run_1/port_trees.png
(3 px per µm)
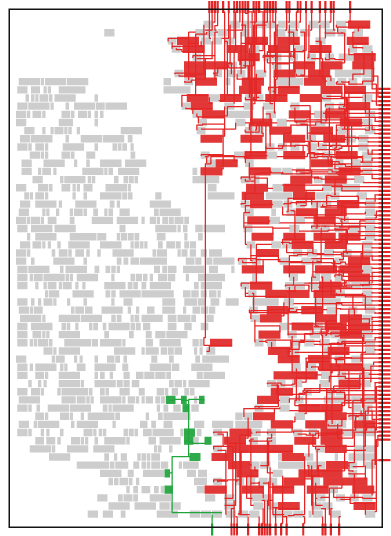
run_1/class_map.png
(1.5 px per µm)
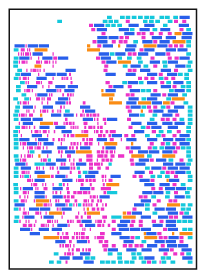
run_1/clock_wires.png
(1.5 px per µm)
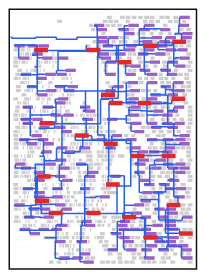
--- src/rtl/sd_cmd_phy_if.sv ---
// Controller- and line-side signals of the SD command PHY, bundled for port connection.
// master = host controller plus card model, slave = the PHY.
interface sd_cmd_phy_if;
    logic         strobe_in;
    logic         ack_in;
    logic         idle_in;
    logic [39:0]  cmd_in;
    logic         strobe_out;
    logic         ack_out;
    logic [135:0] cmd_out;
    logic         resp_timeout;
    logic         crc_error;
    logic         cmd_pin_out;
    logic         cmd_pin_oe;
    logic         cmd_pin_in;

    modport master (
        output strobe_in,
        output ack_in,
        output idle_in,
        output cmd_in,
        output cmd_pin_in,
        input  strobe_out,
        input  ack_out,
        input  cmd_out,
        input  resp_timeout,
        input  crc_error,
        input  cmd_pin_out,
        input  cmd_pin_oe
    );

    modport slave (
        input  strobe_in,
        input  ack_in,
        input  idle_in,
        input  cmd_in,
        input  cmd_pin_in,
        output strobe_out,
        output ack_out,
        output cmd_out,
        output resp_timeout,
        output crc_error,
        output cmd_pin_out,
        output cmd_pin_oe
    );
endinterface

--- src/rtl/sd_cmd_phy.sv ---
// SD CMD-line PHY: sends a 48-bit command frame with CRC7 and captures a 48/136-bit response.
// Optional response CRC7 checker is enabled by defining SD_CMD_PHY_RESP_CRC_EN.
module sd_cmd_phy #(
    parameter int NCR_MAX = 64
) (
    input  logic        clock,
    input  logic        reset,
    sd_cmd_phy_if.slave phy
);
    typedef enum logic [2:0] {
        S_IDLE,
        S_SEND,
        S_WAIT_RESP,
        S_RECV,
        S_DELIVER,
        S_DONE,
        S_RELEASE
    } state_t;

    localparam logic [7:0] NCR_LIMIT  = 8'(NCR_MAX);
    localparam logic [7:0] FRAME_BITS = 8'd48;
    localparam logic [7:0] CRC_START  = 8'd40;
    localparam logic [7:0] END_BIT    = 8'd47;

    // CRC7, generator x^7 + x^3 + 1, one bit per call, MSB first.
    function automatic logic [6:0] crc7_step(input logic [6:0] crc, input logic b);
        logic fb;
        fb = b ^ crc[6];
        return {crc[5:0], 1'b0} ^ (fb ? 7'h09 : 7'h00);
    endfunction

    function automatic logic [7:0] sat_inc(input logic [7:0] v);
        return (v == 8'hFF) ? v : v + 8'd1;
    endfunction

    state_t       state_q, state_d;
    logic [47:0]  sr_q, sr_d;
    logic [6:0]   crc_q, crc_d;
    logic [5:0]   idx_q, idx_d;
    logic [7:0]   bit_cnt_q, bit_cnt_d;
    logic [7:0]   wait_cnt_q, wait_cnt_d;
    logic [135:0] cmd_out_q, cmd_out_d;
    logic         strobe_out_q, strobe_out_d;
    logic         ack_out_q, ack_out_d;
    logic         timeout_q, timeout_d;
    logic         pin_out_q, pin_out_d;
    logic         pin_oe_q, pin_oe_d;

    logic         latch_cmd;
    logic         resp_none;
    logic         resp_long;
    logic [7:0]   resp_bits;
    logic         recv_done;

    assign latch_cmd = (state_q == S_IDLE) && phy.strobe_in && !phy.idle_in;
    assign resp_none = idx_q inside {6'd0, 6'd4, 6'd15};
    assign resp_long = idx_q inside {6'd2, 6'd9, 6'd10};
    assign resp_bits = resp_long ? 8'd136 : 8'd48;
    assign recv_done = (state_q == S_RECV) && (bit_cnt_q >= resp_bits);

    always_comb begin
        state_d      = state_q;
        sr_d         = sr_q;
        crc_d        = crc_q;
        idx_d        = idx_q;
        bit_cnt_d    = bit_cnt_q;
        wait_cnt_d   = wait_cnt_q;
        cmd_out_d    = cmd_out_q;
        strobe_out_d = strobe_out_q;
        ack_out_d    = 1'b0;
        timeout_d    = timeout_q;
        pin_out_d    = pin_out_q;
        pin_oe_d     = pin_oe_q;

        unique case (state_q)
            S_IDLE: begin
                if (latch_cmd) begin
                    sr_d         = {phy.cmd_in, 7'b0, 1'b1};
                    idx_d        = phy.cmd_in[37:32];
                    crc_d        = '0;
                    bit_cnt_d    = '0;
                    wait_cnt_d   = '0;
                    cmd_out_d    = '0;
                    strobe_out_d = 1'b0;
                    timeout_d    = 1'b0;
                    state_d      = S_SEND;
                end
            end

            S_SEND: begin
                if (bit_cnt_q < FRAME_BITS) begin
                    pin_oe_d  = 1'b1;
                    sr_d      = {sr_q[46:0], 1'b0};
                    bit_cnt_d = sat_inc(bit_cnt_q);
                    if (bit_cnt_q < CRC_START) begin
                        pin_out_d = sr_q[47];
                        crc_d     = crc7_step(crc_q, sr_q[47]);
                    end else if (bit_cnt_q < END_BIT) begin
                        // CRC field is shifted out of the CRC register itself.
                        pin_out_d = crc_q[6];
                        crc_d     = {crc_q[5:0], 1'b0};
                    end else begin
                        pin_out_d = 1'b1;
                    end
                end else begin
                    pin_oe_d  = 1'b0;
                    pin_out_d = 1'b1;
                    bit_cnt_d = '0;
                    if (resp_none) begin
                        strobe_out_d = 1'b1;
                        state_d      = S_DELIVER;
                    end else begin
                        wait_cnt_d = 8'd1;
                        state_d    = S_WAIT_RESP;
                    end
                end
            end

            S_WAIT_RESP: begin
                // A start bit on the final wait cycle still wins over the timeout.
                if (!phy.cmd_pin_in) begin
                    cmd_out_d = {cmd_out_q[134:0], 1'b0};
                    bit_cnt_d = 8'd1;
                    state_d   = S_RECV;
                end else if (wait_cnt_q >= NCR_LIMIT) begin
                    timeout_d    = 1'b1;
                    cmd_out_d    = '0;
                    strobe_out_d = 1'b1;
                    state_d      = S_DELIVER;
                end else begin
                    wait_cnt_d = sat_inc(wait_cnt_q);
                end
            end

            S_RECV: begin
                if (recv_done) begin
                    strobe_out_d = 1'b1;
                    state_d      = S_DELIVER;
                end else begin
                    cmd_out_d = {cmd_out_q[134:0], phy.cmd_pin_in};
                    bit_cnt_d = sat_inc(bit_cnt_q);
                end
            end

            S_DELIVER: begin
                if (phy.ack_in) begin
                    strobe_out_d = 1'b0;
                    state_d      = S_DONE;
                end
            end

            S_DONE: begin
                ack_out_d = 1'b1;
                state_d   = S_RELEASE;
            end

            S_RELEASE: begin
                // Hold off until the controller drops its strobe so it cannot retrigger.
                if (!phy.strobe_in) begin
                    state_d = S_IDLE;
                end
            end

            default: begin
                state_d = S_IDLE;
            end
        endcase
    end

    always_ff @(posedge clock) begin
        if (reset) begin
            state_q      <= S_IDLE;
            sr_q         <= '0;
            crc_q        <= '0;
            idx_q        <= '0;
            bit_cnt_q    <= '0;
            wait_cnt_q   <= '0;
            cmd_out_q    <= '0;
            strobe_out_q <= 1'b0;
            ack_out_q    <= 1'b0;
            timeout_q    <= 1'b0;
            pin_out_q    <= 1'b1;
            pin_oe_q     <= 1'b0;
        end else begin
            state_q      <= state_d;
            sr_q         <= sr_d;
            crc_q        <= crc_d;
            idx_q        <= idx_d;
            bit_cnt_q    <= bit_cnt_d;
            wait_cnt_q   <= wait_cnt_d;
            cmd_out_q    <= cmd_out_d;
            strobe_out_q <= strobe_out_d;
            ack_out_q    <= ack_out_d;
            timeout_q    <= timeout_d;
            pin_out_q    <= pin_out_d;
            pin_oe_q     <= pin_oe_d;
        end
    end

    assign phy.strobe_out   = strobe_out_q;
    assign phy.ack_out      = ack_out_q;
    assign phy.cmd_out      = cmd_out_q;
    assign phy.resp_timeout = timeout_q;
    assign phy.cmd_pin_out  = pin_out_q;
    assign phy.cmd_pin_oe   = pin_oe_q;

`ifdef SD_CMD_PHY_RESP_CRC_EN
    logic [6:0] rx_crc_q, rx_crc_d;
    logic       crc_err_q, crc_err_d;
    logic [7:0] rx_pos;
    logic [7:0] rx_top;
    logic       rx_take;

    // Frame position of the bit being sampled this cycle (start bit = highest position).
    assign rx_pos  = resp_bits - 8'd1 - bit_cnt_q;
    assign rx_top  = resp_long ? 8'd127 : 8'd47;
    assign rx_take = ((state_q == S_WAIT_RESP) && !phy.cmd_pin_in) ||
                     ((state_q == S_RECV) && !recv_done);

    always_comb begin
        rx_crc_d  = rx_crc_q;
        crc_err_d = crc_err_q;
        if (latch_cmd) begin
            rx_crc_d  = '0;
            crc_err_d = 1'b0;
        end else if (rx_take && (rx_pos >= 8'd8) && (rx_pos <= rx_top)) begin
            rx_crc_d = crc7_step(rx_crc_q, phy.cmd_pin_in);
        end else if (recv_done) begin
            // ACMD41 (R3) carries an all-ones CRC field and is never flagged.
            crc_err_d = (rx_crc_q != cmd_out_q[7:1]) && (idx_q != 6'd41);
        end
    end

    always_ff @(posedge clock) begin
        if (reset) begin
            rx_crc_q  <= '0;
            crc_err_q <= 1'b0;
        end else begin
            rx_crc_q  <= rx_crc_d;
            crc_err_q <= crc_err_d;
        end
    end

    assign phy.crc_error = crc_err_q;
`else
    assign phy.crc_error = 1'b0;
`endif
endmodule

--- src/flat_wrapper.sv ---
// flat-port wrapper written by rule: the top's interface ports become plain ports
module sd_cmd_phy_flat 
#(
    parameter int NCR_MAX = 64
)
  (clock, reset, phy_strobe_in, phy_ack_in, phy_idle_in, phy_cmd_in, phy_cmd_pin_in, phy_strobe_out, phy_ack_out, phy_cmd_out, phy_resp_timeout, phy_crc_error, phy_cmd_pin_out, phy_cmd_pin_oe);
  sd_cmd_phy_if phy_i ();
  input  logic clock;
  input  logic reset;
  input wire logic [$bits(phy_i.strobe_in)-1:0] phy_strobe_in;
  input wire logic [$bits(phy_i.ack_in)-1:0] phy_ack_in;
  input wire logic [$bits(phy_i.idle_in)-1:0] phy_idle_in;
  input wire logic [$bits(phy_i.cmd_in)-1:0] phy_cmd_in;
  input wire logic [$bits(phy_i.cmd_pin_in)-1:0] phy_cmd_pin_in;
  output wire logic [$bits(phy_i.strobe_out)-1:0] phy_strobe_out;
  output wire logic [$bits(phy_i.ack_out)-1:0] phy_ack_out;
  output wire logic [$bits(phy_i.cmd_out)-1:0] phy_cmd_out;
  output wire logic [$bits(phy_i.resp_timeout)-1:0] phy_resp_timeout;
  output wire logic [$bits(phy_i.crc_error)-1:0] phy_crc_error;
  output wire logic [$bits(phy_i.cmd_pin_out)-1:0] phy_cmd_pin_out;
  output wire logic [$bits(phy_i.cmd_pin_oe)-1:0] phy_cmd_pin_oe;
  assign phy_i.strobe_in = phy_strobe_in;
  assign phy_i.ack_in = phy_ack_in;
  assign phy_i.idle_in = phy_idle_in;
  assign phy_i.cmd_in = phy_cmd_in;
  assign phy_i.cmd_pin_in = phy_cmd_pin_in;
  assign phy_strobe_out = phy_i.strobe_out;
  assign phy_ack_out = phy_i.ack_out;
  assign phy_cmd_out = phy_i.cmd_out;
  assign phy_resp_timeout = phy_i.resp_timeout;
  assign phy_crc_error = phy_i.crc_error;
  assign phy_cmd_pin_out = phy_i.cmd_pin_out;
  assign phy_cmd_pin_oe = phy_i.cmd_pin_oe;
  sd_cmd_phy #(.NCR_MAX(NCR_MAX)) u_core (.clock(clock), .reset(reset), .phy(phy_i));
endmodule
--- config.mk ---
export PLATFORM = sky130hd
export DESIGN_NAME = sd_cmd_phy_flat
export DESIGN_NICKNAME = d
export VERILOG_FILES = /design/src/rtl/sd_cmd_phy_if.sv /design/src/rtl/sd_cmd_phy.sv /design/src/flat_wrapper.sv
export SDC_FILE = /design/constraint.sdc
export NUM_CORES = 1
export LEC_CHECK = 0
export CAP_MARGIN = 20
export CORE_ASPECT_RATIO = 1.4
export CORE_MARGIN = 1.5
export CORE_UTILIZATION = 40
export DETAILED_ROUTE_END_ITERATION = 8
export PLACE_DENSITY = 0.66
export SLEW_MARGIN = 10
export SYNTH_ARGS = -nofsm -noshare
export SYNTH_HDL_FRONTEND = slang
export SYNTH_SLANG_ARGS = --single-unit
--- constraint.sdc ---
create_clock -name clock -period 4.5 [get_ports clock]
set_clock_uncertainty 0.2 [all_clocks]
set_input_delay 0.9 -clock clock [delete_from_list [all_inputs] [get_ports clock]]
set_output_delay 0.9 -clock clock [all_outputs]
set_load 0.02 [all_outputs]
==> results.yml, run 1 <==
# flow metrics
clocking:
  cts_buffers: 23
  clk_pin_slew_ns: 0.06
  cts_max_level: 1
  cts_root_buf: "clkbuf_16"
  ctsResizeCount: 0
  clock-sinks: 221
sta:
  totalNegativeSetupSlack_ns: 0
  finalCritPeriodShare: 0.801
  final.setup.worst_slack_ns: 0.895
  tightest_slew_ns: 0.796
  finalMaxSlewViolations: 0
  hold_viol: 0
  fin_crit_ns: 3.60
  setup_viol: 0
run:
  tool_warnings: 31
  drv_cap: 0
placement:
  dp.cells: 1213
  dpl_cell_area_mm2: 0.0102
  place.gp.congestion: 0.764
synth:
  yosysChipArea_mm2: 0.00817
  syn_inst: 835
  yosys_cells: 835
  ys.flops: 221
  yosys.area_share.adder: 0.0107
  top_area_cell: "dfxtp_1"
  yosys-top-cells-count: "dfxtp_1 (221), a22o_1 (135), nand2_1 (119)"
  synth_area_mm2: 0.00817
  ys_top_logic_family: "AND-OR/OR-AND gates"
  xor_share: 0.00214
  fp_nets: 888
  synthFlopType: "dfxtp_1"
  async_flop_share: 0
  avgSynthCellArea_um2: 9.79
  synth_warnings: 0
  simple_gate_area_frac: 0.141
  edf_count: 0
detailed_routing:
  wl_met2_um: 8820
  drc: 0
  wire_per_inst_um: 15.1
  wl_um: 18900
  drt_iter0_drc: 426
  wl_met1_um: 8430
  firstDrtPassIters: 5
worst_setup_path:
  endpoint: "u_core.phy.cmd_out[13]"
  rr_endpoint: "u_core.phy.cmd_out[13]"
  crit_start: "u_core.idx_q[3]"
  path_cells: "nor2b_1, mux2i_1, nor4_1, ha_1, a211o_1, a21oi_1, and3_1, nor3_2, buf_12, a22o_1"
  slowest_stage: "nor4_1"
  reg2reg_slack_ns: 0.90
  crit_buf_inv: 1
  worstRegToRegCells: 10
  critPathTopFamily: "simple AND/OR/NAND/NOR gates"
  end_kind: "flip-flop"
  critical_path.reg2reg.startpoint: "u_core.idx_q[3]"
  cp.required_ns: 4.69
  arrival_ns: 3.79
global_route:
  grt.busiest_layer: "met2"
  grt_pass1_vias: 6157
  met3_usage: 0.0369
  grtUsageMet2: 0.287
  antenna_found_initial: 0
power:
  ir_worst_vdd_mv: 0.280
  combinationalPower_mw: 0.417
  power_mw: 4.38
  pg_seq_mw: 2.08
  p_leak_nw: 4.00
  powerDensity_mw_per_mm2: 401
layout:
  layout_top_cells: "dfxtp_1 (221), clkdlybuf4s50_1 (185), a22o_1 (135)"
  buffer_area_frac: 0.180
  clk_share: 0.0695
  fin_cells: 1255
  drive_above_1_share: 0.0608
  logic_area_mm2: 0.00343
  largest_register_ffs: 136
  dominant_cells: "registers"
  final_nets: 1039
  fin_area_mm2: 0.0109
  fillCellCount: 1767
  ff_count: 221
  clkbuf_count: 31
  nNonClkInverters: 8
floorplanning:
  fp_util: 0.410
  die_area_mm2: 0.0213
  tapCellCount: 252
hold_path:
  whs_path_depth: 2
  min_from: "u_core.crc_q[5]"
  min_to: "u_core.crc_q[6]"
run_status:
  status: "completed"
## Picture notes: port_trees.png
red -> `phy_cmd_out`  # direction output, edge 88 east, 31 north, 17 south, end cells 136, buffers 136, wire 5200 µm
green -> `phy_cmd_pin_in`  # direction input, edge south, end cells 11, buffers 1, wire 86.7 µm
I/O Pins: 188
IO buf count: 186

## Picture notes: class_map.png
blue -> sequential cells  # cells 221
magenta -> remaining logic cells  # cells 544
orange -> clock drivers and dummy loads  # cells 42
cyan -> remaining buffers and delay cells  # cells 196
Util after Layout: 0.549
core area: 0.0199 mm²
num rows: 61

## Picture notes: clock_wires.png
red -> clock-net drivers  # count 23
blue -> clock wires  # length 2660 µm
purple -> flip-flops  # count 221
routed clock nets = 24
flops lie = spread over the die
clk pwr: 1.89 mW
clock network power share: 0.430
later-pin clock latency in the skew report: 0.50 ns

run_1/ff_map.png
(1.5 px per µm)
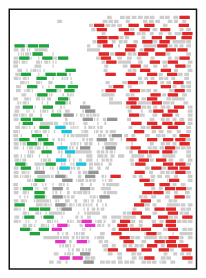

==> run 2, diff against run 1 <==
- PLACE_DENSITY: 0.66 -> 0.69
- clock period: 4.5 -> 2.94 ns (I/O delays scaled with it)
run_2/ff_map.png
(1.5 px per µm)
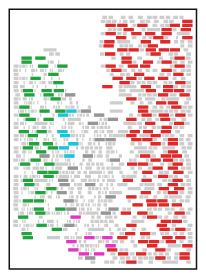
green -> `u_core.sr_q`  # sequential cells 48
red -> `u_core.phy.cmd_out`  # sequential cells 136
magenta -> `u_core.wait_cnt_q`  # sequential cells 8, where south
cyan -> `u_core.crc_q`  # sequential cells 7
not colored = 22
Storage cell area: 0.00442 mm²
Power Sequential: 3.17 mW
Util after Layout: 0.572

==> results.yml, run 2 <==
# flow metrics
global_route:
  antenna_found_initial: 0
  grt_pass1_vias: 6407
  grt.busiest_layer: "met2"
  met3_usage: 0.0320
power:
  power_mw: 6.88
  powerDensity_mw_per_mm2: 604
  combinationalPower_mw: 0.715
  p_leak_nw: 4.24
  powerClk_mw: 2.99
  clkPwrFrac: 0.435
synth:
  avgSynthCellArea_um2: 9.79
  top_area_cell: "dfxtp_1"
  simple_gate_area_frac: 0.141
  edf_count: 0
  yosys_cells: 835
  yosys-top-cells-count: "dfxtp_1 (221), a22o_1 (135), nand2_1 (119)"
  synth_area_mm2: 0.00817
  syn_inst: 835
  yosysChipArea_mm2: 0.00817
placement:
  dpl_cell_area_mm2: 0.0105
floorplanning:
  core_mm2: 0.0199
  die_area_mm2: 0.0213
  fp-row-count: 61
  io_pins: 188
worst_setup_path:
  crit_buf_inv: 4
  crit_start: "u_core.idx_q[3]"
  rr_endpoint: "u_core.phy.cmd_out[50]"
  slowest_stage: "dfxtp_1"
  cp.required_ns: 3.12
  worstRegToRegCells: 13
  arrival_ns: 3.03
  path_cells: "nor2b_1, mux2i_1, nor4_2, ha_1, a211o_1, a21oi_2, buf_4, and3_4, nor3_4, buf_4, clkbuf_16, buf_4, a22o_1"
hold_path:
  min_to: "u_core.crc_q[2]"
  min_from: "u_core.crc_q[1]"
  whs_path_depth: 2
detailed_routing:
  drc: 0
  wl_met1_um: 8700
  wl_met2_um: 9880
sta:
  hold_viol: 0
  finalMaxSlewViolations: 0
  totalNegativeSetupSlack_ns: 0
  final.setup.worst_slack_ns: 0.0944
  finalCritPeriodShare: 0.968
layout:
  drive_above_1_share: 0.0983
  clkbuf_count: 31
  fillCellCount: 1745
  logic_area_mm2: 0.00346
  ff_count: 221
  final_nets: 1076
  dominant_cells: "registers"
clocking:
  clock_latency_ns: 0.50
  cts_buffers: 22
  ctsResizeCount: 0
run_status:
  status: "completed"
run:
  tool_warnings: 27
Power is estimated from default activity; no workload was simulated.
